## src/rtl/gate_tt_sequencer.sv

```systemverilog
// gate_tt_sequencer: applies the four {a,b} input vectors to a 2-input gate,
// waits a programmable settle time, samples f_i and compares it against an
// expected truth table. Reports a per-vector fail mask, a pass flag and a
// one-cycle done pulse.
// Optional feature macro: GATE_CHK_STOP_ON_FAIL_EN (the first mismatch ends the run).
module gate_tt_sequencer #(
  parameter logic [3:0] EXPECTED_TT   = 4'b0001,
  parameter int         SETTLE_CYCLES = 2
) (
  input  logic       clk,
  input  logic       rst_n,
  input  logic       start,
  output logic       a_o,
  output logic       b_o,
  input  logic       f_i,
  output logic       busy,
  output logic       done,
  output logic       pass,
  output logic [3:0] fail_mask,
  output logic [1:0] vec_idx
);

  typedef enum logic [2:0] {
    S_IDLE   = 3'd0,
    S_DRIVE  = 3'd1,
    S_SETTLE = 3'd2,
    S_SAMPLE = 3'd3,
    S_DONE   = 3'd4
  } state_t;

  localparam logic [3:0] SETTLE_LD = 4'(SETTLE_CYCLES);

  state_t     state, state_nxt;
  logic [3:0] settle_cnt;
  logic       mismatch;

  // f_i is only meaningful in SAMPLE; elsewhere this is don't-care
  assign mismatch = (f_i != EXPECTED_TT[vec_idx]);

  // State register
  always_ff @(posedge clk or negedge rst_n) begin
    if (!rst_n) state <= S_IDLE;
    else        state <= state_nxt;
  end

  // Next-state logic
  always_comb begin
    state_nxt = state;
    case (state)
      S_IDLE:   if (start) state_nxt = S_DRIVE;
      S_DRIVE:  state_nxt = (SETTLE_LD == 4'd0) ? S_SAMPLE : S_SETTLE;
      // Leaving on count==1 makes SETTLE last exactly SETTLE_CYCLES cycles
      S_SETTLE: if (settle_cnt <= 4'd1) state_nxt = S_SAMPLE;
      S_SAMPLE: begin
`ifdef GATE_CHK_STOP_ON_FAIL_EN
        if (mismatch || vec_idx == 2'd3) state_nxt = S_DONE;
        else                             state_nxt = S_DRIVE;
`else
        if (vec_idx == 2'd3) state_nxt = S_DONE;
        else                 state_nxt = S_DRIVE;
`endif
      end
      S_DONE:   state_nxt = S_IDLE;
      default:  state_nxt = S_IDLE;
    endcase
  end

  // Status outputs decoded from state
  always_comb begin
    busy = 1'b0;
    done = 1'b0;
    case (state)
      S_DRIVE, S_SETTLE, S_SAMPLE: busy = 1'b1;
      S_DONE:                      done = 1'b1;
      default: ;
    endcase
  end

  // Vector drive, settle counter, result capture
  always_ff @(posedge clk or negedge rst_n) begin
    if (!rst_n) begin
      a_o        <= 1'b0;
      b_o        <= 1'b0;
      vec_idx    <= 2'd0;
      fail_mask  <= 4'd0;
      pass       <= 1'b0;
      settle_cnt <= 4'd0;
    end else begin
      case (state)
        S_IDLE: begin
          if (start) begin
            vec_idx   <= 2'd0;
            fail_mask <= 4'd0;
            pass      <= 1'b0;
          end
        end
        S_DRIVE: begin
          {a_o, b_o} <= vec_idx;
          settle_cnt <= SETTLE_LD;
        end
        S_SETTLE: begin
          settle_cnt <= settle_cnt - 4'd1;
        end
        S_SAMPLE: begin
          fail_mask[vec_idx] <= mismatch;
`ifdef GATE_CHK_STOP_ON_FAIL_EN
          // On a mismatch vec_idx is left pointing at the failing vector
          if (!mismatch && vec_idx != 2'd3) vec_idx <= vec_idx + 2'd1;
`else
          if (vec_idx != 2'd3) vec_idx <= vec_idx + 2'd1;
`endif
        end
        S_DONE: begin
          // fail_mask already holds the vector-3 result here
          pass <= (fail_mask == 4'd0);
        end
        default: ;
      endcase
    end
  end

endmodule

```

## config.mk

```make
export PLATFORM = sky130hd
export DESIGN_NAME = gate_tt_sequencer
export DESIGN_NICKNAME = d
export VERILOG_FILES = /design/src/rtl/gate_tt_sequencer.sv
export SDC_FILE = /design/constraint.sdc
export NUM_CORES = 1
export LEC_CHECK = 0
export ABC_AREA = 1
export CELL_PAD_IN_SITES_DETAIL_PLACEMENT = 1
export CELL_PAD_IN_SITES_GLOBAL_PLACEMENT = 2
export CORE_UTILIZATION = 32
export DETAILED_ROUTE_END_ITERATION = 12
export PLACE_DENSITY_LB_ADDON = 0.05
export SYNTH_ARGS = -nofsm -noshare
export SYNTH_HDL_FRONTEND = slang
export SYNTH_SLANG_ARGS = --single-unit
```

## constraint.sdc

```tcl
create_clock -name clk -period 3.02 [get_ports clk]
set_input_delay 0.906 -clock clk [delete_from_list [all_inputs] [get_ports clk]]
set_output_delay 0.906 -clock clk [all_outputs]
set_load 0.01 [all_outputs]
```

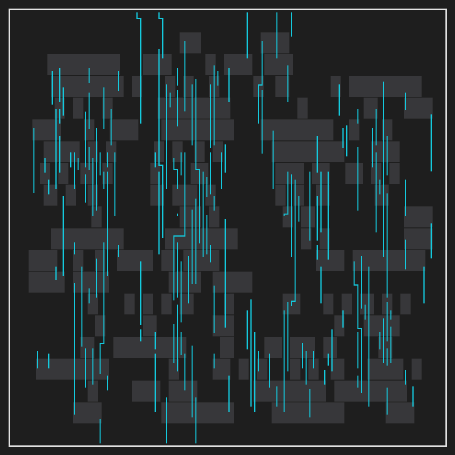
(signal wires on met2)
Scale: 8 px per µm.
- longest straight run: 21.8 µm
- share of all routed wire: 48%
- nets with wire on the layer: 113
- wire length on this layer: 909 µm
- main direction: vertical

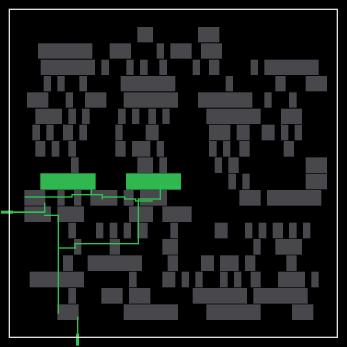
(port wiring)
Scale: 6 px per µm.
- vec_idx: green (bits 2; direction output; end cells 2; buffers 2; wire 83.6 µm)

==> Changelog: implementation <==
### Metrics

- Clock Power: 0.000149 W
- Register Area: 400 µm²
- Cell Type Count: 20
- Final hold vios: 0
- Cycle use final: 85.8%
- Later-pin clock latency in the skew report: 290 ps
- Synthesized netlist cell count: 108
- Hold depth: 2
- Clock power frac: 14.1%
- Total grt overflow: 0
- Fp util: 34.6%
- Chip Area: 0.00296 mm²
- CP cell instances: nor2_2, nand2_1, inv_1, clkdlybuf4s50_1
- Worst r2r path cells: 6
- Synthesized area per cell: 8.14 µm²
- Leakage power: 0.553 nW
- Post-CTS sizing: 0
- Tool Warnings: 30
- Worst-case vdd ir drop: 0.420 mV
- Comb gates: 75
- Num tapcells: 30
- RSZ-0062 raised after global routing: no
- Main flop type: dfrtp_1
- Delay-heaviest family, CP: buffers and inverters
- Fill count: 310
- Drt pass-1 iters: 4
- Root Driver: clkbuf_4
- Vias per cell: 4.66
- Total GRT Usage: 16.0%
- Synth top area cells: dfrtp_1 (46%), nand2_1 (13%), ha_1 (10%), inv_1 (6.0%), nand3_1 (4.6%)
- Final clock-cell share: 3.32%
- Synth mux share: 0%
- Clk pin slew, worst setup/hold paths: 100 ps
- Sequential power: 0.000373 W
- Logic share of the area: 37.5%
- Seq/total area: 36.6%
- Die width: 54.4 µm
- Commonest cells post-synth: nand2_1 (30), dfrtp_1 (16), inv_1 (14)
- Post-layout net count: 138
- Hold_buf cts: 0
- DIE HEIGHT: 54.4 µm
- Total wire length: 1.88 mm
- Reg2Reg Setup Slack: 1620 ps
- H-tree depth: 1
- Chip area line of the yosys report: 880 µm²
- Vias in the first global route: 758
- Max Used Layer: met4
- I/O pins: 15
- Post-synthesis simple-gate area fraction: 30.4%
- Status: complete, no violations
- CP Depth: 4
- Hold Path Class: flop to flop
- Setup crit end: done
- Fin util: 43.0%
- CTS tree: yes
- Post-Place Setup Slack: 746 ps
- DRC: 0
- Remaining antenna violation count: 0
- GR peak layer: met2
- Num rows: 18
- Post-synth seq share: 45.5%
- Number of diodes: 0
Power and IR drop assume default switching activity.
